[config.mk]
export PLATFORM = sky130hd
export DESIGN_NAME = piksel_paketleyici
export DESIGN_NICKNAME = d
export VERILOG_FILES = /design/src/rtl/piksel_paketleyici_pkg.sv /design/src/rtl/piksel_paketleyici_fifo.sv /design/src/rtl/piksel_paketleyici.sv
export VERILOG_INCLUDE_DIRS = /design/src /design/src/rtl
export SDC_FILE = /design/constraint.sdc
export NUM_CORES = 1
export LEC_CHECK = 0
export CAP_MARGIN = 15
export CORE_ASPECT_RATIO = 1.4
export CORE_UTILIZATION = 40
export DETAILED_ROUTE_END_ITERATION = 6
export REMOVE_ABC_BUFFERS = 1
export SKIP_LAST_GASP = 1
export SLEW_MARGIN = 25
export SYNTH_ARGS = -nofsm -noshare
export SYNTH_HDL_FRONTEND = slang
export SYNTH_SLANG_ARGS = --single-unit
[constraint.sdc]
create_clock -name clk_i -period 5.8 [get_ports clk_i]
set_input_delay 1.16 -clock clk_i [delete_from_list [all_inputs] [get_ports clk_i]]
set_output_delay 1.16 -clock clk_i [all_outputs]
set_load 0.05 [all_outputs]
[src/rtl/sabitler.vh]
// Shared constants for the pixel packer: default image geometry and the
// FSM state encodings. Included by piksel_paketleyici_pkg only.
`ifndef SABITLER_VH
`define SABITLER_VH

`define VARSAYILAN_RESIM_GENISLIK  320
`define VARSAYILAN_RESIM_YUKSEKLIK 240

`define DURUM_BOSTA 1'b0
`define DURUM_TOPLA 1'b1

`endif

[src/rtl/piksel_paketleyici_pkg.sv]
// Package for the pixel packer: default geometry, counter width, FSM state
// type and the word-forming helper shared by the packer.
package piksel_paketleyici_pkg;

`include "sabitler.vh"

   localparam int VARSAYILAN_GENISLIK  = `VARSAYILAN_RESIM_GENISLIK;
   localparam int VARSAYILAN_YUKSEKLIK = `VARSAYILAN_RESIM_YUKSEKLIK;
   localparam int SAYAC_GENISLIK       = 17;
   localparam int KELIME_GENISLIK      = 32;

   typedef enum logic {
      BOSTA = `DURUM_BOSTA,
      TOPLA = `DURUM_TOPLA
   } durum_t;

   // Lanes above the current index are already zero in the holding register
   // (it is cleared after every emitted word), so a short final word comes
   // out zero-padded without extra masking.
   function automatic logic [KELIME_GENISLIK-1:0] kelime_olustur(
      input logic [23:0] tutulan,
      input logic [1:0]  indeks,
      input logic [7:0]  yeni
   );
      logic [KELIME_GENISLIK-1:0] k;
      k = {8'h00, tutulan};
      case (indeks)
         2'd0:    k[7:0]   = yeni;
         2'd1:    k[15:8]  = yeni;
         2'd2:    k[23:16] = yeni;
         default: k[31:24] = yeni;
      endcase
      return k;
   endfunction

endpackage

[src/rtl/piksel_paketleyici_fifo.sv]
// paket_fifo: synchronous first-word-fall-through FIFO.
//   clk_i, rstn_i   clock, asynchronous active-low reset
//   temizle_i       synchronous flush (pointers and count to zero)
//   yaz_i/yaz_veri_i   push request and data; accepted when not full or
//                      when a pop happens in the same cycle
//   oku_i           pop request; ignored when empty
//   oku_veri_o      head entry, zero while empty
//   dolu_o, bos_o   full / empty flags
//   doluluk_o       current occupancy
module paket_fifo #(
   parameter  int GENISLIK = 33,
   parameter  int DERINLIK = 16,
   localparam int ADRES_W  = $clog2(DERINLIK)
) (
   input  logic                clk_i,
   input  logic                rstn_i,
   input  logic                temizle_i,
   input  logic                yaz_i,
   input  logic [GENISLIK-1:0] yaz_veri_i,
   input  logic                oku_i,
   output logic [GENISLIK-1:0] oku_veri_o,
   output logic                dolu_o,
   output logic                bos_o,
   output logic [ADRES_W:0]    doluluk_o
);

   logic [GENISLIK-1:0] bellek [DERINLIK];
   logic [ADRES_W-1:0]  yaz_ptr;
   logic [ADRES_W-1:0]  oku_ptr;
   logic [ADRES_W:0]    sayac;
   logic                yaz_etkin;
   logic                oku_etkin;

   assign bos_o     = (sayac == '0);
   assign dolu_o    = (sayac == (ADRES_W+1)'(DERINLIK));
   assign doluluk_o = sayac;

   // A pop frees the slot the push needs, so push-while-full is allowed then.
   assign oku_etkin = oku_i & ~bos_o;
   assign yaz_etkin = yaz_i & (~dolu_o | oku_etkin);

   assign oku_veri_o = bos_o ? '0 : bellek[oku_ptr];

   always_ff @(posedge clk_i) begin
      if (yaz_etkin) begin
         bellek[yaz_ptr] <= yaz_veri_i;
      end
   end

   always_ff @(posedge clk_i or negedge rstn_i) begin
      if (!rstn_i) begin
         yaz_ptr <= '0;
         oku_ptr <= '0;
         sayac   <= '0;
      end else if (temizle_i) begin
         yaz_ptr <= '0;
         oku_ptr <= '0;
         sayac   <= '0;
      end else begin
         if (yaz_etkin) begin
            yaz_ptr <= yaz_ptr + 1'b1;
         end
         if (oku_etkin) begin
            oku_ptr <= oku_ptr + 1'b1;
         end
         case ({yaz_etkin, oku_etkin})
            2'b10:   sayac <= sayac + 1'b1;
            2'b01:   sayac <= sayac - 1'b1;
            default: sayac <= sayac;
         endcase
      end
   end

endmodule

[src/rtl/piksel_paketleyici.sv]
// piksel_paketleyici: packs the 8-bit convolution result stream into 32-bit
// words (earliest pixel in [7:0]), queues them in a FWFT FIFO and presents
// them on a valid/ready port with an end-of-frame flag.
//   clk_i, rstn_i        clock, asynchronous active-low reset
//   temizle_i            synchronous flush; wins over a pixel in the same cycle
//   veri_etkin_i, veri_i pixel stream, cannot be stalled
//   cikis_gecerli_o, cikis_veri_o, cikis_son_o, cikis_hazir_i   word port
//   cerceve_bitti_o      pulse when the frame's last word transfers
//   tasma_o              sticky, a word was dropped on a full FIFO
//   doluluk_o            FIFO occupancy
//   saglama_o            frame checksum; only live when PIKSEL_SAGLAMA_EN is
//                        defined, otherwise constant zero
//
// state | meaning
// BOSTA | no pixel of a frame seen yet, counters at zero
// TOPLA | collecting pixels of the current frame
module piksel_paketleyici
   import piksel_paketleyici_pkg::*;
#(
   parameter  int RESIM_GENISLIK  = VARSAYILAN_GENISLIK,
   parameter  int RESIM_YUKSEKLIK = VARSAYILAN_YUKSEKLIK,
   parameter  int FIFO_DERINLIK   = 16,
   localparam int DOLULUK_W       = $clog2(FIFO_DERINLIK) + 1
) (
   input  logic                 clk_i,
   input  logic                 rstn_i,
   input  logic                 temizle_i,
   input  logic                 veri_etkin_i,
   input  logic [7:0]           veri_i,
   output logic                 cikis_gecerli_o,
   output logic [31:0]          cikis_veri_o,
   output logic                 cikis_son_o,
   input  logic                 cikis_hazir_i,
   output logic                 cerceve_bitti_o,
   output logic                 tasma_o,
   output logic [DOLULUK_W-1:0] doluluk_o,
   output logic [15:0]          saglama_o
);

   localparam logic [SAYAC_GENISLIK-1:0] SON_INDEKS =
      SAYAC_GENISLIK'(RESIM_GENISLIK * RESIM_YUKSEKLIK - 1);

   durum_t                      durum;
   logic [1:0]                  bayt_idx;
   logic [23:0]                 tutulan;
   logic [SAYAC_GENISLIK-1:0]   piksel_sayac;
   logic                        kabul;
   logic                        son_piksel;
   logic                        yaz;
   logic                        oku;
   logic                        fifo_dolu;
   logic                        fifo_bos;
   logic [KELIME_GENISLIK-1:0]  kelime;
   logic [KELIME_GENISLIK:0]    fifo_giris;
   logic [KELIME_GENISLIK:0]    fifo_cikis;

   assign kabul      = veri_etkin_i & ~temizle_i;
   assign son_piksel = (piksel_sayac == SON_INDEKS);
   assign yaz        = kabul & ((bayt_idx == 2'd3) | son_piksel);
   assign kelime     = kelime_olustur(tutulan, bayt_idx, veri_i);
   assign fifo_giris = {son_piksel, kelime};
   assign oku        = cikis_hazir_i & ~fifo_bos;

   always_ff @(posedge clk_i or negedge rstn_i) begin
      if (!rstn_i) begin
         durum        <= BOSTA;
         bayt_idx     <= 2'd0;
         tutulan      <= 24'd0;
         piksel_sayac <= '0;
      end else if (temizle_i) begin
         durum        <= BOSTA;
         bayt_idx     <= 2'd0;
         tutulan      <= 24'd0;
         piksel_sayac <= '0;
      end else if (kabul) begin
         if (son_piksel) begin
            durum        <= BOSTA;
            bayt_idx     <= 2'd0;
            tutulan      <= 24'd0;
            piksel_sayac <= '0;
         end else begin
            durum        <= TOPLA;
            piksel_sayac <= (durum == BOSTA) ? SAYAC_GENISLIK'(1)
                                             : piksel_sayac + 1'b1;
            if (bayt_idx == 2'd3) begin
               bayt_idx <= 2'd0;
               tutulan  <= 24'd0;
            end else begin
               bayt_idx <= bayt_idx + 1'b1;
               case (bayt_idx)
                  2'd0:    tutulan[7:0]   <= veri_i;
                  2'd1:    tutulan[15:8]  <= veri_i;
                  default: tutulan[23:16] <= veri_i;
               endcase
            end
         end
      end
   end

   // A drop only happens when the FIFO is full and nothing leaves this cycle.
   always_ff @(posedge clk_i or negedge rstn_i) begin
      if (!rstn_i) begin
         tasma_o <= 1'b0;
      end else if (temizle_i) begin
         tasma_o <= 1'b0;
      end else if (yaz & fifo_dolu & ~oku) begin
         tasma_o <= 1'b1;
      end
   end

   paket_fifo #(
      .GENISLIK (KELIME_GENISLIK + 1),
      .DERINLIK (FIFO_DERINLIK)
   ) u_fifo (
      .clk_i      (clk_i),
      .rstn_i     (rstn_i),
      .temizle_i  (temizle_i),
      .yaz_i      (yaz),
      .yaz_veri_i (fifo_giris),
      .oku_i      (oku),
      .oku_veri_o (fifo_cikis),
      .dolu_o     (fifo_dolu),
      .bos_o      (fifo_bos),
      .doluluk_o  (doluluk_o)
   );

   assign cikis_gecerli_o = ~fifo_bos;
   assign cikis_veri_o    = fifo_cikis[KELIME_GENISLIK-1:0];
   assign cikis_son_o     = fifo_cikis[KELIME_GENISLIK];
   // Driven from the output side, not the FSM: the packer may already be in
   // the next frame while the previous son word is still queued.
   assign cerceve_bitti_o = cikis_gecerli_o & cikis_hazir_i & cikis_son_o;

`ifdef PIKSEL_SAGLAMA_EN
   logic [15:0] akum;
   logic [15:0] akum_sonraki;
   logic [15:0] saglama;

   assign akum_sonraki = ((durum == BOSTA) ? 16'd0 : akum) + {8'd0, veri_i};

   always_ff @(posedge clk_i or negedge rstn_i) begin
      if (!rstn_i) begin
         akum    <= 16'd0;
         saglama <= 16'd0;
      end else if (temizle_i) begin
         akum    <= 16'd0;
         saglama <= 16'd0;
      end else if (kabul) begin
         if (son_piksel) begin
            saglama <= akum_sonraki;
            akum    <= 16'd0;
         end else begin
            akum <= akum_sonraki;
         end
      end
   end

   assign saglama_o = saglama;
`else
   assign saglama_o = 16'd0;
`endif

endmodule
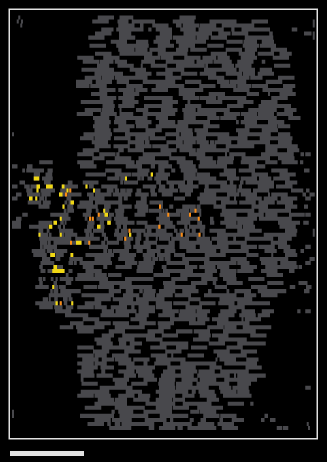
run_1/logic_types.png
Bar = 50 µm.
nor cells -> yellow  # cells 35, most used nor2_1, where west
inv cells -> orange  # cells 18, most used inv_1
Commonest Layout Cell: edfxtp_1
Non-Filler Instances: 2020

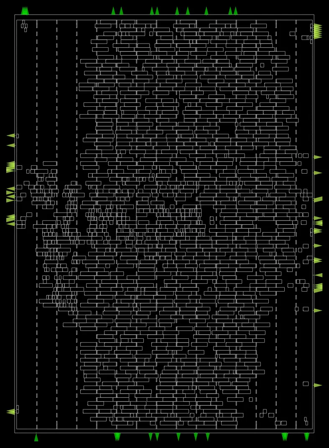
run_1/placement.png
core area: 57900 µm²
well tap count: 742
FILL cells: 4751

==> results.json, run 1 <==
{
  "seq_cells": 586,
  "grt_max_degree": 70,
  "r2r-end": "u_fifo.bellek[15][17]",
  "clkTransAtPathRegs_ns": 0.07,
  "clockBufferDepth": 3,
  "route.met3.wl_um": 3080,
  "postCtsSetupRepairBufs": 0,
  "outcome": "finished, final reports clean",
  "logic_gate_count": 481,
  "vdd_ir_drop_max_mv": 0.229,
  "period_needed_ns": 5.18,
  "rows": 104,
  "sh_comb_area_pct": 22.0,
  "area.sequential_um2": 17300,
  "slew_viol_final": 0,
  "drcViolationCount": 0,
  "p_seq_w": 0.00466,
  "fin_area_um2": 27000,
  "worstSetupPathDepth": 6,
  "synth_cell_types": 52,
  "cp-endpoint": "cikis_veri_o[1]",
  "switching_share_pct": 21.0,
  "met2_usage_pct": 31.8,
  "place_ws_ns": 1.13,
  "edf_count": 528,
  "p_total_w": 0.00861,
  "wl_met2_um": 27500,
  "clock_buffers": 62,
  "fp_util_pct": 40.7,
  "final-clk-cell-share_pct": 6.51,
  "netlist_area_um2": 23600,
  "grt_first_pass_wirelength_um": 79000,
  "fmax_mhz": 193,
  "final.period_utilization_pct": 89.4,
  "track_usage_pct": 18.1,
  "p_int_w": 0.00680
}
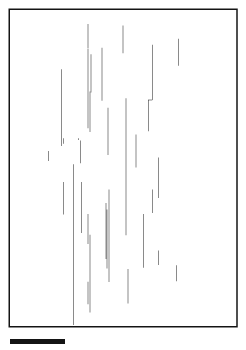
run_1/layer_met4.png
Bar = 50 µm.
wire length on this layer = 1340 µm
nets with wire on the layer = 19
main direction = vertical
share of all routed wire = 2.5%
Vias: 11500
Post-Route WL: 53500 µm

run_1/placement_by_type.png
Bar = 50 µm. Fill, decap, tap and diode cells in gray.
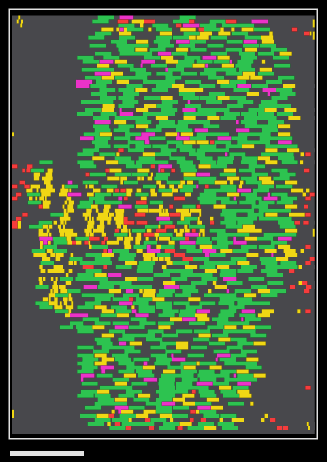

==> run 2: changes to the inputs <==
--- a/config.mk
+++ b/config.mk
@@ -6,9 +6,11 @@
 export SDC_FILE = /design/constraint.sdc
 export NUM_CORES = 1
 export LEC_CHECK = 0
+export ABC_CLOCK_PERIOD_IN_PS = 5800
 export CAP_MARGIN = 15
 export CORE_ASPECT_RATIO = 1.4
 export CORE_UTILIZATION = 40
+export CTS_CLUSTER_DIAMETER = 40
 export DETAILED_ROUTE_END_ITERATION = 6
 export REMOVE_ABC_BUFFERS = 1
 export SKIP_LAST_GASP = 1
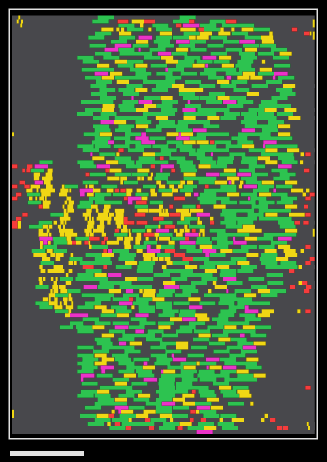
run_2/placement_by_type.png
Bar = 50 µm. Fill, decap, tap and diode cells in gray.
combinational and other logic -> yellow  # cells 499, share of their area 23%
sequential cells -> green  # cells 586, share of their area 66%
remaining buffers and delay cells -> red  # cells 95, share of their area 3.9%
clock drivers and dummy loads -> magenta  # cells 102, share of their area 6.9%
Core Util, Final: 46.8%
fin area: 27100 µm²
FP Rows: 104
fraction of area in registers: 64.0%

==> run 2 against run 1 <==
Clock skew fell by 0.0012 ns. Register-to-register slack improved by 0.02 ns. Sequential power barely moved. Clock power rose by 1%. Final cell count rose by 0.20%. Non-clock buffer count did not move. First-iteration DRC count fell by 13%. Global-route usage barely moved. Synthesized cell count did not move. Power rose by 0.49%. Largest power group unchanged.
==> results.json, run 2 <==
{
  "rr_startpoint": "piksel_sayac[0]",
  "place_ws_ns": 1.13,
  "route.met3.wl_um": 2600,
  "clkTransAtPathRegs_ns": 0.06,
  "cp_slowest_cell": "clkinv_1",
  "fillers": 4744,
  "postCtsSetupRepairBufs": 0,
  "switching_share_pct": 21.7,
  "fp_util_pct": 40.7,
  "layout_top_cell": "edfxtp_1",
  "track_usage_pct": 18.1,
  "max_stage_delay_ns": 0.76,
  "drcViolationCount": 0,
  "p_int_w": 0.00677,
  "fmax_mhz": 194,
  "largest-register": "u_fifo.bellek",
  "period_needed_ns": 5.16,
  "netlist_area_um2": 23600,
  "gr-total-overflow": 0,
  "cp-endpoint": "cikis_veri_o[1]",
  "grt_max_degree": 70,
  "area.sequential_um2": 17300,
  "cts_tree": "built",
  "p_seq_w": 0.00466,
  "drtIter0Drc": 851,
  "synth_cell_types": 52,
  "worst_pin_slew_ns": 1.00,
  "stdcell_count": 2024,
  "portBuffers": 53,
  "p_total_w": 0.00865,
  "sh_comb_area_pct": 21.9,
  "layout.area.comb_um2": 5940,
  "grt_first_pass_wirelength_um": 79100,
  "logic_gate_count": 481,
  "final-clk-cell-share_pct": 6.66,
  "vdd_ir_drop_max_mv": 0.288,
  "clock_buffers": 65,
  "worstSetupPathDepth": 6,
  "clock_sink_count": 586,
  "met2_usage_pct": 31.9,
  "final.period_utilization_pct": 88.9,
  "edf_count": 528,
  "seq_cells": 586,
  "top_area_cell": "edfxtp_1",
  "nets": 1267,
  "outcome": "finished, final reports clean",
  "top_power_group": "sequential cells",
  "wl_met2_um": 27700,
  "wl_met1_um": 21900,
  "n_all_buffers": 95,
  "setup_ws_ns": 0.645,
  "pwr-share-comb_pct": 4.6,
  "n_tap_cell": 742,
  "slew_viol_final": 0,
  "fp.coreArea_um2": 57900,
  "clockBufferDepth": 3,
  "r2r-end": "u_fifo.bellek[15][21]"
}
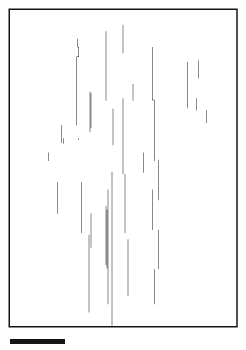
run_2/layer_met4.png
Bar = 50 µm.
nets with wire on the layer = 16
share of all routed wire = 2.6%
wire length on this layer = 1370 µm
main direction = vertical
longest straight run = 141 µm
Post-Route WL: 53600 µm
Vias: 11400

run_2/wires.png
Bar = 50 µm.
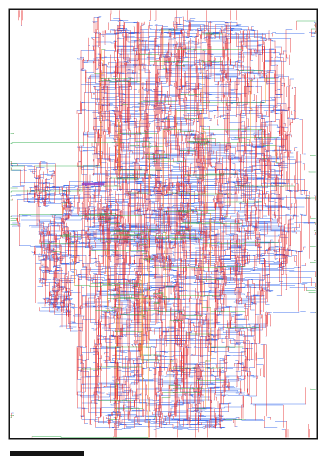

==> run 3: changes to the inputs <==
--- a/config.mk
+++ b/config.mk
@@ -8,7 +8,7 @@
 export LEC_CHECK = 0
 export ABC_CLOCK_PERIOD_IN_PS = 5800
 export CAP_MARGIN = 15
-export CORE_ASPECT_RATIO = 1.4
+export CORE_ASPECT_RATIO = 1.2
 export CORE_UTILIZATION = 40
 export CTS_CLUSTER_DIAMETER = 40
 export DETAILED_ROUTE_END_ITERATION = 6
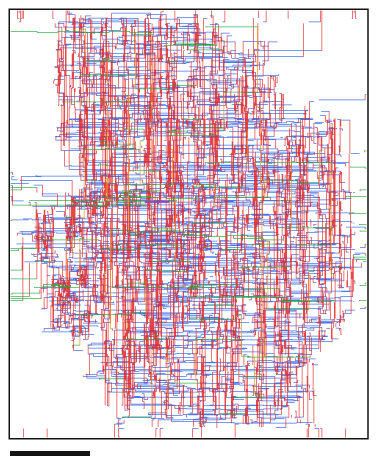
run_3/wires.png
Bar = 50 µm.
metal 2 -> red  # wire length 26.7 mm
metal 5 -> purple  # wire length 13.8 µm
metal 3 -> green  # wire length 2500 µm
metal 1 -> blue  # wire length 22.8 mm
metal 4 -> orange  # wire length 1340 µm
Vias: 11500
DR WL/cell: 25.3 µm
Total GRT Usage: 18.4%
Post-Route WL: 53300 µm

==> run 3 against run 2 <==
Global-route usage up 0.23 points. Area after synthesis unchanged. Cell area up 1.9%. First-iteration DRC count up 15%. Die size about the same. Combinational power about the same. Register-to-register slack worse by 0.22 ns. Critical path depth unchanged. Worst setup slack better by 0.085 ns. Non-clock buffer count up 6. Clock skew up 0.0068 ns. Fmax up 1.7%. Largest cell class unchanged.
==> results.json, run 3 <==
{
  "final.period_utilization_pct": 87.4,
  "grt_first_pass_wirelength_um": 79200,
  "p_seq_w": 0.00466,
  "p_int_w": 0.00743,
  "rr_startpoint": "piksel_sayac[0]",
  "wl_met2_um": 26700,
  "p_total_w": 0.00944,
  "outcome": "finished, final reports clean",
  "edf_count": 528,
  "gr-total-overflow": 0,
  "layout_top_cell": "edfxtp_1",
  "stdcell_count": 2105,
  "drtIter0Drc": 977,
  "max_stage_delay_ns": 0.69,
  "setup_ws_ns": 0.730,
  "fillers": 4814,
  "clockBufferDepth": 3,
  "drcViolationCount": 0,
  "place_ws_ns": 1.25,
  "layout.area.comb_um2": 5930,
  "top_area_cell": "edfxtp_1",
  "clock_sink_count": 586,
  "seq_cells": 586,
  "postCtsSetupRepairBufs": 0,
  "area.sequential_um2": 17300,
  "period_needed_ns": 5.07,
  "synth_cell_types": 52,
  "grt_max_degree": 64,
  "cts_tree": "built",
  "largest-register": "u_fifo.bellek",
  "netlist_area_um2": 23600,
  "r2r-end": "u_fifo.bellek[5][12]",
  "wl_met1_um": 22800,
  "fp_util_pct": 40.4,
  "met2_usage_pct": 30.5,
  "final-clk-cell-share_pct": 8.48,
  "worstSetupPathDepth": 6,
  "cp-endpoint": "cikis_veri_o[11]",
  "n_tap_cell": 792,
  "hold_viol": 0,
  "slew_viol_final": 0,
  "pwr-share-comb_pct": 4.2,
  "switching_share_pct": 21.3,
  "sh_comb_area_pct": 21.5,
  "synthCells": 1145,
  "vdd_ir_drop_max_mv": 0.193,
  "logic_gate_count": 481,
  "clock_buffers": 85
}
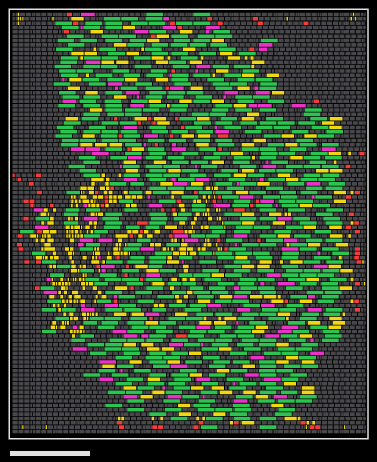
run_3/placement_by_type.png
Bar = 50 µm. Fill, decap, tap and diode cells in gray.
sequential cells -> green  # cells 586, share of their area 65%
remaining buffers and delay cells -> red  # cells 101, share of their area 3.6%
clock drivers and dummy loads -> magenta  # cells 127, share of their area 8.8%
combinational and other logic -> yellow  # cells 499, share of their area 23%
FP Rows: 97
Core Util, Final: 47.3%
fraction of area in registers: 62.7%
core area: 58400 µm²
fin area: 27600 µm²

Power figures rest on the tool's default switching activity, not on a simulated workload.
